**config.mk**
```make
export PLATFORM = sky130hd
export DESIGN_NAME = sha1_padder
export DESIGN_NICKNAME = d
export VERILOG_FILES = /design/src/rtl/sha1_padder.sv
export SDC_FILE = /design/constraint.sdc
export NUM_CORES = 1
export LEC_CHECK = 0
export CORE_ASPECT_RATIO = 2
export CORE_MARGIN = 2
export CORE_UTILIZATION = 36
export CTS_BUF_LIST = sky130_fd_sc_hd__clkbuf_8
export DETAILED_ROUTE_END_ITERATION = 7
export PLACE_DENSITY = 0.61
export SLEW_MARGIN = 20
export SYNTH_ARGS = -nofsm -noshare
export SYNTH_HDL_FRONTEND = slang
export SYNTH_SLANG_ARGS = --single-unit
```
**constraint.sdc**
```tcl
create_clock -name clk -period 6.5 [get_ports clk]
set_clock_uncertainty 0.05 [all_clocks]
set_input_delay 0.975 -clock clk [delete_from_list [all_inputs] [get_ports clk]]
set_output_delay 0.975 -clock clk [all_outputs]
set_load 0.01 [all_outputs]
```
**src/rtl/sha1_padder.sv**
```systemverilog
`default_nettype none
// ============================================================================
// Module   : sha1_padder
// Brief    : SHA-1 byte-stream padder; emits padded 512-bit blocks in the
//            core's message_in word order. Optional macro: SHA1_PAD_LEN_ERR_EN
// Revision : 1.0
// ============================================================================
module sha1_padder #(
    parameter int CNT_WIDTH = 32
) (
    input  logic         clk,
    input  logic         reset,
    input  logic [7:0]   data_in,
    input  logic         data_valid,
    input  logic         data_last,
    input  logic         data_none,
    output logic         data_ready,
    output logic [511:0] block_out,
    output logic         block_valid,
    output logic         block_last,
    input  logic         block_ready,
    output logic         len_err
);

    localparam logic [2:0] S_FILL      = 3'd0;
    localparam logic [2:0] S_PAD       = 3'd1;
    localparam logic [2:0] S_EMIT      = 3'd2;
    localparam logic [2:0] S_EXTRA     = 3'd3;
    localparam logic [2:0] S_EMIT_LAST = 3'd4;

    logic [2:0]           r_state;
    logic [6:0]           r_ptr;      // holds p_end from the last beat until the block sequence ends
    logic [CNT_WIDTH-1:0] r_count;
    logic [511:0]         r_buf;
    logic                 r_extra;

    logic [511:0]         w_buf_nxt;
    logic [63:0]          w_len;
    logic                 w_accept;
    logic                 w_write;

    // Byte k sits in word k/4, big-endian within the word.
    function automatic int f_lo(input int k);
        return 32 * (k / 4) + 24 - 8 * (k % 4);
    endfunction

    assign w_len       = 64'({r_count, 3'b000});
    assign data_ready  = (r_state == S_FILL);
    assign w_accept    = data_valid && data_ready;
    assign w_write     = w_accept && !data_none;
    assign block_valid = (r_state == S_EMIT) || (r_state == S_EMIT_LAST);
    assign block_last  = (r_state == S_EMIT_LAST);
    assign block_out   = r_buf;

    always_comb begin
        w_buf_nxt = r_buf;
        case (r_state)
            S_FILL: begin
                if (w_write) begin
                    w_buf_nxt[f_lo(int'(r_ptr[5:0])) +: 8] = data_in;
                end
            end
            S_PAD: begin
                for (int k = 0; k < 64; k++) begin
                    if (k == int'(r_ptr)) begin
                        w_buf_nxt[f_lo(k) +: 8] = 8'h80;
                    end else if (k > int'(r_ptr)) begin
                        w_buf_nxt[f_lo(k) +: 8] = 8'h00;
                    end
                end
                if (r_ptr <= 7'd55) begin
                    w_buf_nxt[479:448] = w_len[63:32];
                    w_buf_nxt[511:480] = w_len[31:0];
                end
            end
            S_EXTRA: begin
                w_buf_nxt = '0;
                if (r_ptr == 7'd64) begin
                    w_buf_nxt[31:24] = 8'h80;
                end
                w_buf_nxt[479:448] = w_len[63:32];
                w_buf_nxt[511:480] = w_len[31:0];
            end
            default: begin
                w_buf_nxt = r_buf;
            end
        endcase
    end

    always_ff @(posedge clk) begin
        if (reset) begin
            r_state <= S_FILL;
            r_ptr   <= '0;
            r_count <= '0;
            r_buf   <= '0;
            r_extra <= 1'b0;
        end else begin
            r_buf <= w_buf_nxt;
            case (r_state)
                S_FILL: begin
                    if (w_accept) begin
                        if (w_write) begin
                            r_count <= r_count + 1'b1;
                        end
                        if (data_last) begin
                            r_state <= S_PAD;
                            if (w_write) begin
                                r_ptr <= r_ptr + 7'd1;
                            end
                        end else if (w_write) begin
                            if (r_ptr == 7'd63) begin
                                r_state <= S_EMIT;
                                r_ptr   <= '0;
                                r_extra <= 1'b0;
                            end else begin
                                r_ptr <= r_ptr + 7'd1;
                            end
                        end
                    end
                end
                S_PAD: begin
                    if (r_ptr <= 7'd55) begin
                        r_state <= S_EMIT_LAST;
                    end else begin
                        r_state <= S_EMIT;
                        r_extra <= 1'b1;
                    end
                end
                S_EMIT: begin
                    if (block_ready) begin
                        if (r_extra) begin
                            r_state <= S_EXTRA;
                            r_extra <= 1'b0;
                        end else begin
                            r_state <= S_FILL;
                            r_ptr   <= '0;
                        end
                    end
                end
                S_EXTRA: begin
                    r_state <= S_EMIT_LAST;
                end
                S_EMIT_LAST: begin
                    if (block_ready) begin
                        r_state <= S_FILL;
                        r_ptr   <= '0;
                        r_count <= '0;
                    end
                end
                default: begin
                    r_state <= S_FILL;
                end
            endcase
        end
    end

`ifdef SHA1_PAD_LEN_ERR_EN
    logic r_len_err;

    always_ff @(posedge clk) begin
        if (reset) begin
            r_len_err <= 1'b0;
        end else if (w_write && (&r_count)) begin
            r_len_err <= 1'b1;
        end
    end

    assign len_err = r_len_err;
`else
    assign len_err = 1'b0;
`endif

endmodule
`default_nettype wire
```
Figure 1. PDN straps and rails (run 1).
The bar under the picture is 50 um long. Pins as bars on the die edge.
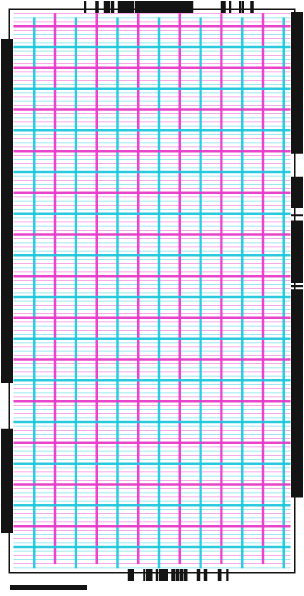
Key: magenta = VDD; cyan = VSS
530 signal pins sit on the boundary. 134 met1 rails follow the rows. 26 straps on met5. The core has 133 rows. 13 straps on met4.

Figure 2. Cells coloured by class (run 1).
The bar under the picture is 50 um long.
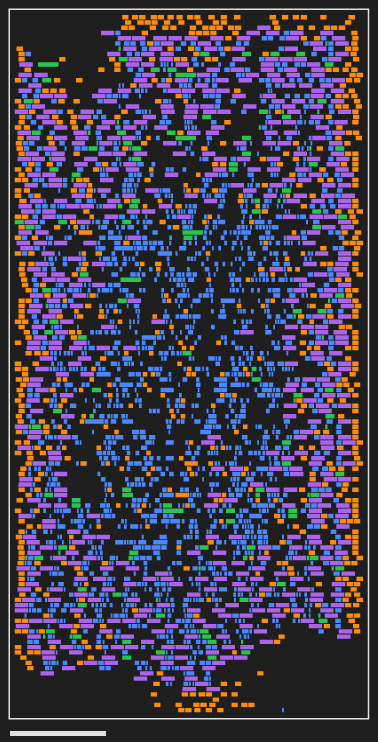
Key: blue = remaining logic cells [cells 1864, share of their area 38%]; purple = registers [cells 555, share of their area 36%]; green = clock drivers and dummy loads [cells 139, share of their area 5.4%]; orange = remaining buffers and delay cells [cells 664, share of their area 20%]

Figure 3. Clock network drawn from the DEF (run 1).
The bar under the picture is 50 um long.
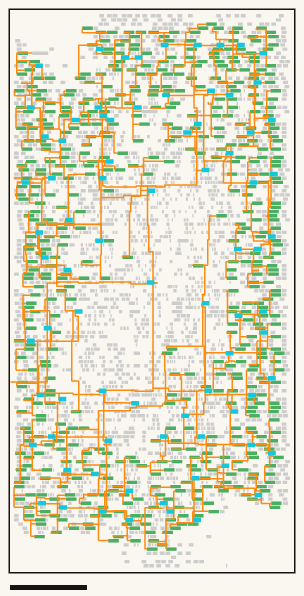
Key: orange = clock wires [length 7560 um]; cyan = clock-net drivers [count 80]; green = flip-flops [count 555]
Position of the flops: all over the die. There are 81 routed clock nets.

Figure 4. Signal wires by layer (run 1).
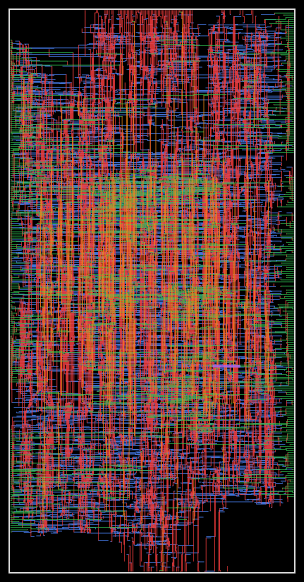
Key: purple = M5 [wire length 16.6 um]; blue = M1 [wire length 46.4 mm]; orange = M4 [wire length 10100 um]; green = M3 [wire length 13900 um]; red = M2 [wire length 54.7 mm]

==> flow_metrics.py, run 1 <==
# Flow results
metrics = {
    "timing": {
        "rsz0062_at_grt": "false",
        "finalHoldViolations": 0,
        "period_needed_ns": 5.796,
        "finalSetupTns_ns": 0,
        "fmax_mhz": 172.5,
        "slew_violations": 0,
        "finalSetupViolations": 0,
        "worst_pin_slew_ns": 1.263,
        "finalCritPeriodShare": 0.8917,
        "slew_headroom": 0.1545,
    },
    "synth": {
        "synth-main-ff-cell": "dfxtp_1",
        "enable_flop_cells": 0,
        "mean_area_per_synthesized_cell_um2": 9.158,
        "syn_inst": 2588,
        "synthArstFlopShare": 0,
        "synth_flops": 555,
        "synth.top_cell.area_share": 0.4688,
        "synth_warnings": 0,
        "netlist_top_cells_count": "dfxtp_1, nor2_1, a22o_1",
        "top_area_cells_in_the_synthesized_netlist": "dfxtp_1, a22o_1, nor2_1",
        "ys_seq_frac": 0.4688,
        "top_cell_type_by_instance_count_after_synthesis": "dfxtp_1",
        "yosys.stat.chipArea_um2": 23700,
    },
    "floorplanning": {
        "top_level_ports": 530,
        "design.core.area_um2": 65400,
        "fp_util": 0.3624,
        "std_cell_rows": 133,
        "tap_cells": 877,
        "floorplan.die_area_um2": 68030,
        "die.size.y_um": 366.9,
    },
    "finish": {
        "mi_logic_area_um2": 11890,
        "seqAreaFraction": 0.3450,
        "syn2layout_area_growth_pct": 35.90,
        "num-fill-cells": 6273,
        "clockBufferCount": 96,
        "n_antenna_cell": 2,
        "register_area_um2": 11110,
        "layout_cell_share_with_drive_strength_beyond_1": 0.1111,
        "combAreaFraction": 0.3691,
        "nFlopsAndLatches": 555,
        "comb.multi_input.count": 1843,
        "stdcell_count": 4101,
        "num-nonclk-buffers": 664,
        "area_share_clock_buf_inv": 0.05225,
        "finalNetCount": 3193,
        "layout.area.top_class": "logic gates",
    },
    "detailed_routing": {
        "highest-signal-layer": "met5",
        "drt-pass1-iter-count": 6,
        "via_per_inst": 6.111,
        "drt.antenna.violating_nets": 0,
        "first_iter_violations": 2549,
        "detailroute.via_count": 25060,
        "drt-met1-wl_um": 46390,
        "met2_length_um": 54680,
        "routedWlPerCell_um": 30.50,
        "route.met3.wl_um": 13900,
        "detail_route.wirelength_um": 125100,
    },
    "global_route": {
        "grt_max_degree": 97,
        "grt_first_pass_wirelength_um": 176200,
        "grt_overflow_total": 0,
        "grtUsageMet3": 0.1146,
        "first_global_vias": 24220,
        "groute.layer.met1.usage": 0.4170,
        "grt_antenna_before_repair": 1,
    },
    "pwr": {
        "maxPowerGroup": "sequential cells",
        "comb_power_share": 0.089,
        "switchingPower_mw": 1.902,
        "pwr-share-seq": 0.487,
        "intPower_mw": 5.190,
        "power_leakage_nw": 11.06,
        "powerDensity_nw_per_um2": 220.2,
        "sw_frac_of_total": 0.2682,
        "clockPowerShare": 0.424,
        "vdd_drop_max_mv": 0.2325,
        "comb_power_mw": 0.628,
    },
    "hold_path": {
        "holdCritStartpoint": "block_out[318]",
        "worstHoldPathType": "flip-flop to flip-flop",
        "holdPathStages": 1,
    },
    "flow_run": {
        "total_number_of_warnings_across_the_stage_logs": 30,
        "maxCapViolations": 0,
    },
    "clock_network": {
        "path_clk_slew_ns": 0.08,
        "cts_root_buf": "clkbuf_8",
        "ctsHoldBuffers": 0,
        "clock_latency_ns": 0.71,
        "postCtsResizedCells": 0,
    },
    "critical_path": {
        "reg2reg_to": "block_out[152]",
        "critical_path_depth": 13,
        "critical_path_s_slowest_cell": "dfxtp_1",
        "regToRegStartpoint": "r_ptr[1]",
        "worstSetupStartpointType": "flip-flop",
        "critical_path_arrival_ns": 6.32,
        "crit_chain": "ha_1, nand2b_1, xnor2_1, or4_1, inv_1, ha_1, or4bb_1, a21oi_2, o211ai_1, nor4_4, o22a_1, nor2_1, a22o_1",
        "cp-endpoint": "block_out[152]",
        "critical_path.max_stage_delay_ns": 0.72,
        "worstRegToRegCells": 13,
        "cp_max_fo": 18,
        "crit_top_cell": "ha_1",
        "worst_setup_path_end_kind": "flip-flop",
        "worstSetupStartpoint": "r_ptr[1]",
    },
    "placement": {
        "dp_hpwl_um": 92860,
        "dp_slack_ns": 1.071,
    },
    "status": {
        "outcome": "complete, no violations",
    },
}
## run 1: metrics by stage
stage	hold WS, ns	area (um^2)	total power [mW]
after detailed placement	0.3954	30500	4.135
after floorplan	0.4169	23720	3.838
after global routing	0.4342	32200	7.278
final	0.4103	32210	7.091
after global placement	0.3848	30490	4.133
after CTS	0.4120	32180	7.100
## run 1: placed cells by master (no fill, tap or decap), types with 14 or more instances in the layout
master	Yosys	layout
a22o_1	225	225
a32o_1	37	37
o2bb2ai_1	67	67
a22oi_1	17	17
clkdlybuf4s50_1	0	527
o211ai_1	15	15
inv_1	21	48
and3_1	16	16
nor2_1	321	321
dfxtp_1	555	554
buf_4	5	133
clkbuf_8	0	96
a211oi_2	13	16
nor3_1	92	89
o22ai_1	23	23
o21ai_0	109	109
nand2b_1	35	34
a31oi_1	17	17
a211oi_1	35	32
a21oi_1	107	105
or3_1	34	34
xnor2_1	16	16
mux2i_1	25	25
nand3_1	77	77
nor2b_1	24	23
nand2_1	209	209
ha_1	14	14
o31ai_1	22	21
## run 1: kinds of logic (layout without fill, tap and decap cells)
logic type	after synthesis	in the layout	synth area share
mux	26	26	0.01103
xor+xnor	26	26	0.009607
flops	555	555	0.4688
fa+ha+maj	14	14	0.007391
other cells	2	10	0.0003169
simple gates	917	917	0.1887
compound gates	852	852	0.2801
buf+inv	196	824	0.03405
## run 1: worst register-to-register path, stage by stage, from the launching register on
cell      delay (ns)
dfxtp_1         0.72
ha_1            0.47
nand2b_1        0.19
xnor2_1         0.56
or4_1           0.29
inv_1           0.07
ha_1            0.32
or4bb_1         0.59
a21oi_2         0.44
o211ai_1        0.61
nor4_4          0.69
o22a_1          0.30
nor2_1          0.14
a22o_1          0.25
Figure 5. Routing congestion map (run 1).
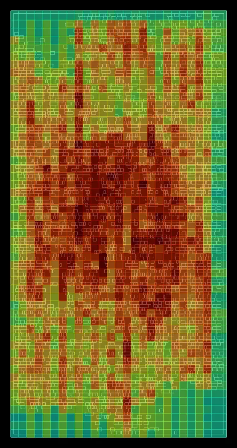

## Run 2: what changed since run 1
CORE_ASPECT_RATIO = 0.75   (was 2)
Figure 6. Routing congestion map (run 2).
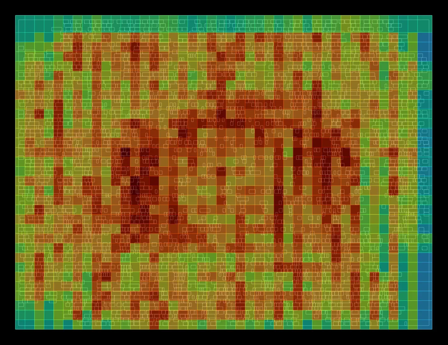
met1 routing resource usage after global routing: 0.4938
met2 Resource Use GR: 0.5268

==> flow_metrics.py, run 2 <==
# Flow results
metrics = {
    "pwr": {
        "vdd_drop_max_mv": 0.1515,
        "powerDensity_nw_per_um2": 225.3,
        "power_leakage_nw": 11.17,
    },
    "global_route": {
        "grt_max_degree": 89,
        "grt_first_pass_wirelength_um": 177700,
        "grt_overflow_total": 0,
        "first_global_vias": 24330,
        "grt_antenna_before_repair": 5,
        "grt.total_usage": 0.3594,
    },
    "status": {
        "outcome": "complete, no violations",
    },
    "critical_path": {
        "critPathKind": "flip-flop to flip-flop",
        "cp_max_fo": 18,
        "critPathTopFamily": "AND-OR/OR-AND gates",
        "worstSetupStartpointType": "flip-flop",
        "crit_top_cell": "ha_1",
        "crit_chain": "ha_1, nand2b_1, xnor2_1, or4_1, inv_1, ha_1, or4bb_1, a21oi_2, o211ai_1, o41ai_1, buf_4, nor2_1, a22o_1",
        "critical_path.max_stage_delay_ns": 1.19,
        "critical_path_arrival_ns": 6.69,
        "critical_path_s_slowest_cell": "o41ai_1",
        "crit_buf_inv": 2,
        "worst_setup_path_end_kind": "flip-flop",
    },
    "synth": {
        "netlist_top_cells_count": "dfxtp_1, nor2_1, a22o_1",
        "synth_flops": 555,
        "yosys.area_share.adder": 0.007391,
        "synth-main-ff-cell": "dfxtp_1",
        "mean_area_per_synthesized_cell_um2": 9.158,
        "synth_cell_types": 103,
        "top_cell_type_by_instance_count_after_synthesis": "dfxtp_1",
        "top_area_cells_in_the_synthesized_netlist": "dfxtp_1, a22o_1, nor2_1",
        "ys_seq_frac": 0.4688,
        "synthArstFlopShare": 0,
        "cell_taking_the_most_area_after_synthesis": "dfxtp_1",
        "ys_sh_mux": 0.01103,
        "yosys.stat.chipArea_um2": 23700,
        "netlist_logic_family_top": "AND-OR/OR-AND gates",
        "synth_area_um2": 23700,
        "compound_area_frac": 0.2801,
        "yosys-stat-cells": 2588,
        "synth_xor_xnor_area_share": 0.009608,
        "synth.top_cell.area_share": 0.4688,
        "synthesized_area_fraction_occupied_by_and_or_nand_nor_cells": 0.1887,
        "synth_warnings": 0,
        "syn_inst": 2588,
        "enable_flop_cells": 0,
    },
    "timing": {
        "finalHoldViolations": 0,
        "finalCritPeriodShare": 0.9451,
        "rsz0062_at_grt": "false",
        "final.setup.worst_slack_ns": 0.3566,
        "finalSetupViolations": 0,
        "slew_violations": 0,
        "slew_headroom": 0.1225,
        "fmax_mhz": 162.8,
        "finalSetupTns_ns": 0,
        "period_needed_ns": 6.143,
        "finalHoldWorstSlack_ns": 0.4070,
        "worst_pin_slew_ns": 1.306,
    },
    "clock_network": {
        "postCtsResizedCells": 0,
        "postCtsSetupRepairBufs": 0,
        "clock_latency_ns": 0.69,
        "clock-sinks": 555,
        "tritoncts": "done",
        "cts_root_buf": "clkbuf_8",
        "ctsHoldBuffers": 0,
        "htree_levels": 3,
        "path_clk_slew_ns": 0.06,
    },
    "floorplanning": {
        "fp_util": 0.3637,
        "std_cell_rows": 81,
        "design.core.area_um2": 65170,
        "floorplan.die_area_um2": 67930,
        "die_x_um": 300.3,
        "die.size.y_um": 226.2,
        "top_level_ports": 530,
    },
    "flow_run": {
        "total_number_of_warnings_across_the_stage_logs": 30,
        "maxCapViolations": 0,
    },
    "placement": {
        "dp_hpwl_um": 95740,
        "globalplace.congestion": 1.017,
        "dp_slack_ns": 0.7136,
        "dpl_cell_area_um2": 30500,
        "placement.io_buffers": 528,
    },
    "finish": {
        "finish.instance_area_um2": 32410,
        "final_cell_mix": "dfxtp_1, clkdlybuf4s50_1, nor2_1, a22o_1, nand2_1",
        "finalNetCount": 3199,
        "syn2layout_area_growth_pct": 36.76,
        "layout_cell_share_with_drive_strength_beyond_1": 0.1177,
        "layout.cells.most_common": "dfxtp_1",
    },
    "detailed_routing": {
        "route.met3.wl_um": 14820,
        "highest-signal-layer": "met5",
        "detail_route.wirelength_um": 126700,
        "first_iter_violations": 2918,
        "drt-pass1-iter-count": 8,
        "drt.antenna.violating_nets": 0,
        "met2_length_um": 53380,
        "routedWlPerCell_um": 30.81,
        "via_per_inst": 6.126,
        "drt_drc_violations_left": 0,
        "drt-met1-wl_um": 54150,
        "detailroute.via_count": 25200,
    },
    "hold_path": {
        "worstHoldPathType": "flip-flop to flip-flop",
    },
}
Figure 7. PDN straps and rails (run 2).
The bar under the picture is 100 um long. Pins as bars on the die edge.
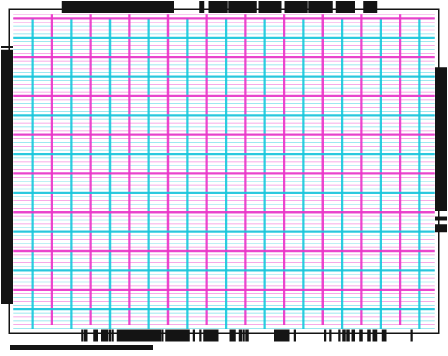
Key: magenta = VDD; cyan = VSS
82 met1 rails follow the rows. 530 signal pins sit on the boundary. 16 straps on met5.

## run 2: cell counts after synthesis
No cell type changed its count.
## run 2: cells by family (layout without fill, tap and decap cells)
group           count (synthesis)  count (layout)
compound gates                852             852
xor+xnor                       26              26
fa+ha+maj                      14              14
buf+inv                       196             840
flops                         555             555
mux                            26              26
other cells                     2              12
simple gates                  917             917
## run 2: per-layer routing
layer / GRT usage / up-vias
met1: 0.4938 / 12440
met2: 0.5268 / 1614
met4: 0.1268 / 2
met3: 0.1135 / 273
li1: - / 10860
met5: 0 / -
## run 2: final timing paths
path | startpoint | slack (ns) | endpoint | cells past startpoint
min reg2reg | block_out[361] | 0.41 | block_out[361] | 2
max reg2reg | r_ptr[1] | 0.36 | block_out[473] | 13
max | r_ptr[1] | 0.36 | block_out[473] | 13
min | block_out[361] | 0.41 | block_out[361] | 2
## run 2: area by class of cell
cell class	instances	area, um^2
Inverter	21	78.83
Tap cell	871	1090
Multi-Input combinational cell	1843	11890
Fill cell	6071	32750
Timing Repair Buffer	663	6337
Clock inverter	48	407.9
Antenna cell	4	10.01
Sequential cell	555	11110
Clock buffer	108	1486
## run 2: power breakdown
part | total (mW) | internal [mW] | switching [mW]
sequential | 3.46 | 3.43 | 0.0258
combinational | 0.628 | 0.178 | 0.450
clock | 3.22 | 1.72 | 1.50
total | 7.30 | 5.33 | 1.97
## run 2: worst min-delay path: stages (launching register included)
cell and delay, ns:
dfxtp_1 0.32, nand2_1 0.05, o21ai_0 0.05
## run 2: per-stage QoR
stage / power (mW) / std cells
final: 7.304 / 4113
after global routing: 7.506 / 4109
after CTS: 7.313 / 4109
after detailed placement: 4.135 / 3953
after global placement: 4.131 / 3953
after floorplan: 3.838 / 2594
Power and IR drop assume default switching activity.
